==> config.mk <==
export PLATFORM = sky130hd
export DESIGN_NAME = out_stream_fifo
export DESIGN_NICKNAME = d
export VERILOG_FILES = /design/src/rtl/out_stream_fifo.sv
export SDC_FILE = /design/constraint.sdc
export NUM_CORES = 1
export LEC_CHECK = 0
export CAP_MARGIN = 20
export CORE_UTILIZATION = 60
export DETAILED_ROUTE_END_ITERATION = 12
export PLACE_DENSITY = 0.85
export SLEW_MARGIN = 20
export SYNTH_ARGS = -nofsm -noshare
export SYNTH_HDL_FRONTEND = slang
export SYNTH_SLANG_ARGS = --single-unit
==> constraint.sdc <==
create_clock -name wb_clk_i -period 4 [get_ports wb_clk_i]
set_input_delay 0.6 -clock wb_clk_i [delete_from_list [all_inputs] [get_ports wb_clk_i]]
set_output_delay 0.6 -clock wb_clk_i [all_outputs]
set_load 0.02 [all_outputs]
Cell outlines without signal wires:
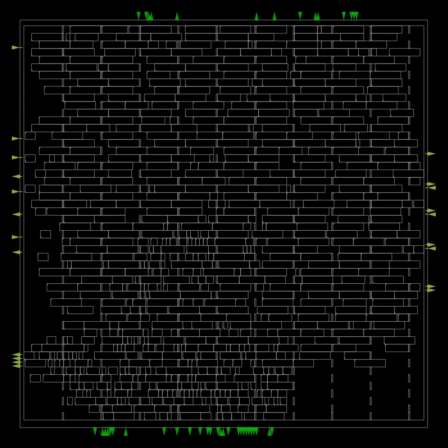
count of inserted tapcells: 270
final core area utilization: 71.8%

Sequential cells grouped by signal name:
Scale bar: 50 microns. Other sequential cells in the stronger gray, the rest of the logic in the fainter gray.
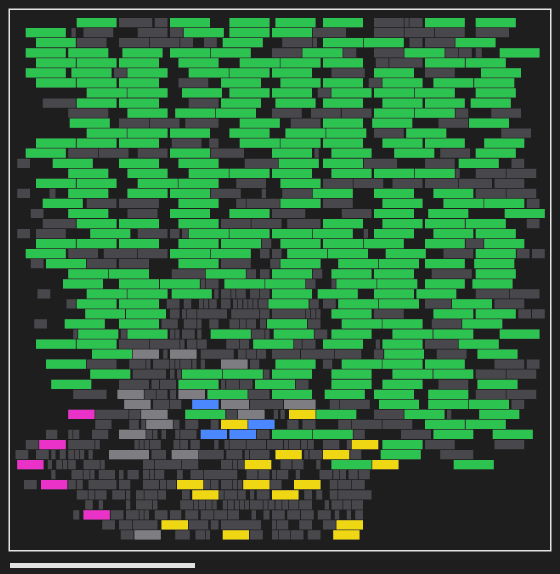
[level] magenta | placed flops: 5 | where: south-west
[r_rptr] blue | placed flops: 4 | where: south
[frames_done] yellow | placed flops: 16 | where: south
[r_mem] green | placed flops: 272
not colored: 15
area taken by flip-flops and latches: 8980 sq um
flop share of the area: 61.7%
power in sequential cells: 3.80 mW

Cell sizes after repair:
Scale bar: 50 microns.
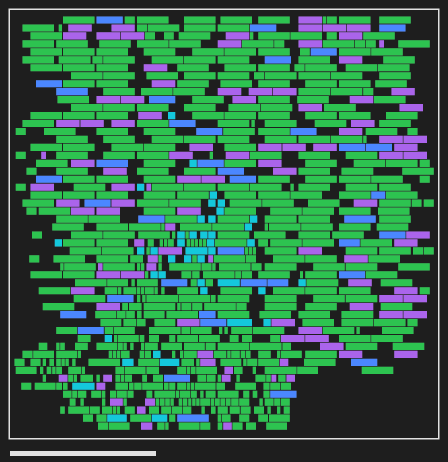
[_2 cells] purple | cells: 105 | most used: mux4_2
[_0 and _1 cells] green | cells: 582 | most used: edfxtp_1
[_6 and larger] blue | cells: 38 | most used: clkbuf_16
[_3 and _4 cells] cyan | cells: 42 | most used: buf_4
Final WS setup: 296 ps
Syn-to-layout area delta: 16.7%

Clock network drawn from the DEF:
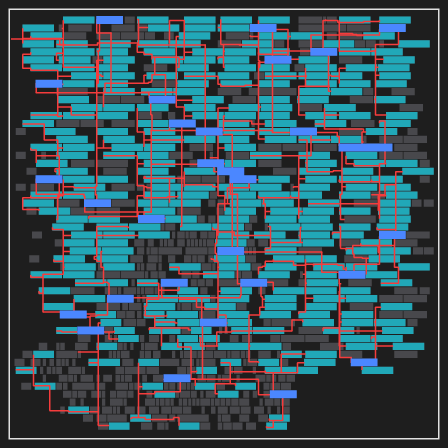
[flip-flops] cyan | count: 312
[clock wires] red | length: 3270 microns
[clock drivers] blue | count: 30
routed clock nets: 31
flops lie: spread over the die
power attributed to the clock group: 2.80 mW
latest clock arrival within the worst-skew pair: 550 ps

Signal metal coverage by tile:
The die is cut into 29 by 29 equal tiles; dark blue is low, red is high, scaled to the fullest tile. Values are wire area over tile area, all layers added.
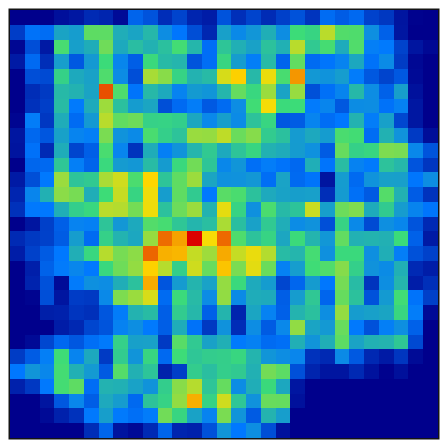
densest ninth of the die: center
mean over tiles: 0.20
fullest tile: 0.64
nearly empty tiles: 10%
tiles over half the peak: 17%
WL per Instance: 25.5 microns
wire length after detailed routing: 26.4 mm
via count: 6444

==> out/qor.yml <==
outcome: "finished clean"
pwr-share-clk_pct: 34.1
core_area_sq_um: 20300
setup_repair_after_global_routing_missed_its_margin: "no"
cp_cell_sequence: "buf_4 > mux4_2 > mux4_2 > clkdlybuf4s50_1"
nets: 782
cpPeakStageDelay_ps: 610
end_kind: "output pin"
worst_slew_margin_pct: 36.8
synth_cell_type_count: 52
achievable-frequency_mhz: 270
final_layout_top_logic_cell: "edfxtp_1"
pin_count: 62
leakagePower_nw: 4.70
ant_nets: 0
tritoncts.num_buffers: 30
worst_pin_slew_ps: 945
layout_worst_path_cycle_share_pct: 92.6
fin_tns_setup_ps: 0
grt_max_degree: 41
total_count_of_max_transition_violations_in_the_final_report: 0
floorplan.rows: 52
critPathBufInv: 2
timing.clock.skew_ps: 19.9
placed_cell_area_sq_um: 13600
max-cap-violations: 0
yosys_cells: 646
dominant_power_group: "registers"
hold_viol_final: 0
antenna_cells: 0
critical_path_arrival_ps: 3100
drt-pass1-iter-count: 5
crit_family: "multiplexers"
layout-drive-gt1-share_pct: 24.1
fill_cell_total_of_the_finished_layout: 1180
hold_path.class: "reg -> reg"
share_seq_of_total_power_pct: 46.1
first_iter_violations: 525
pwr.group.combinational_mw: 1.63
worst_setup_hold_path_clk_slew_ps: 60
setup_viol_count_final: 0
grt_antenna_before_repair: 0
h_tree_depth_reported_by_cts: 1
internal_power_mw: 6.13
track_usage_pct: 25.5
dieArea_sq_um: 21400
prevailing_post_synth_register_cell: "edfxtp_1"
route.detailed.vias_per_inst: 6.21
ctsHoldBuffers: 0
clock_sink_count: 312
rr_worst_depth: 11
die_width_microns: 146
clock_tree.buffer_depth: 3
warnings: 30
period_needed_ps: 3700
yosysChipArea_sq_um: 12500
fp_nets: 684
combinationalPowerShare_pct: 19.8
power.switching_fraction_pct: 25.6
power_density_over_the_cells_nw_per_um2: 565
ctsResizeCount: 0
tritoncts: "built"
hold_path_depth: 2
synth_cells: 646
fp_util_pct: 61.5
timing.critical_path.required_ps: 3400
switching_power_mw: 2.11
cts_root_buf: "clkbuf_16"
power.total_mw: 8.23
mostFrequentLayoutCells: "edfxtp_1 (273), mux4_2 (80), clkdlybuf4s50_1 (61), nor2_1 (55), dfxtp_1 (37)"
cts.repair_timing.setup_buffer_count: 0
cp_depth: 4
portBuffers: 61
synthesis.area_per_instance_sq_um: 19.3
finalWeightedCongestion: 0.818
timing.hold.ws_ps: 521
largest_register_ff_count: 272
cp_slowest_cell: "mux4_2"
postSynth.asyncResetShare_pct: 0
post-route-cell-area_sq_um: 14600
drc: 0
ir_worst_vdd_mv: 0.415
reg2reg_setup_slack_ps: 690
sequential_share_of_the_synthesized_area_pct: 71.9
combined_area_of_all_synthesized_cells_sq_um: 12500
worstPathMaxFanout: 16
synth-warning-count: 0
dp_hpwl_mm: 16.0
grt_pass1_vias: 6792
grt-ovfl-total: 0
worst_path_most_repeated_cell: "mux4_2"
dieHeight_microns: 146
edff_count_synth: 273
yosys_register_bits: 312
critPathKind: "reg -> out"
crit_start_category: "flip-flop"
grt_first_pass_wirelength_mm: 40.3
[through the flow]
step                      cells  setup slack (ps)
after floorplan             646               824
after global placement      982               733
after detailed placement    982               601
after CTS                  1037               240
after global routing       1037               194
final                      1037               296
[cell families after synthesis]
logic type	after synthesis	synth area share, %
flops	312	71.9
buf+inv	43	1.66
mux	92	15.4
simple gates	126	5.47
fa+ha+maj	16	1.72
xor+xnor	18	1.26
compound gates	39	2.50
[layout make-up]
class                           instances  area (sq um)  share of cell area, %
Clock buffer                           38           791                   5.43
Clock inverter                         17           189                   1.30
Inverter                               12          45.0                  0.309
Multi-Input combinational cell        291          3310                   22.8
Sequential cell                       312          8980                   61.7
Tap cell                              270           338                   2.32
Timing Repair Buffer                   97           906                   6.22
[synthesized netlist by cell type (all sizes together), types with 3 or more instances]
| cell | n | area share, % |
|---|---|---|
| clkbuf | 11 | 0.41 |
| xor2 | 9 | 0.63 |
| xnor2 | 9 | 0.63 |
| nand2 | 15 | 0.45 |
| nor2b | 6 | 0.32 |
| a21o | 4 | 0.26 |
| nand2b | 5 | 0.25 |
| inv | 12 | 0.36 |
| a21bo | 3 | 0.24 |
| edfxtp | 273 | 66 |
| nor4 | 3 | 0.32 |
| buf | 20 | 0.89 |
| a31o | 4 | 0.28 |
| nand3b | 3 | 0.21 |
| and3 | 6 | 0.30 |
| nor2 | 55 | 1.7 |
| dfxtp | 39 | 6.3 |
| ha | 14 | 1.4 |
| mux2i | 11 | 0.88 |
| nand3 | 9 | 0.36 |
| a21oi | 18 | 0.87 |
| nor3 | 11 | 0.44 |
| mux4 | 80 | 14 |
[per-layer routing]
layer	part of all wire (%)	vias up	global-route usage, %
met3	7.0	50	4.50
met2	52	291	44.5
met4	2.3	0	7.50
met5	0	-	0
met1	38	3328	33.1
li1	-	2775	-
Power is estimated from default activity; no workload was simulated.
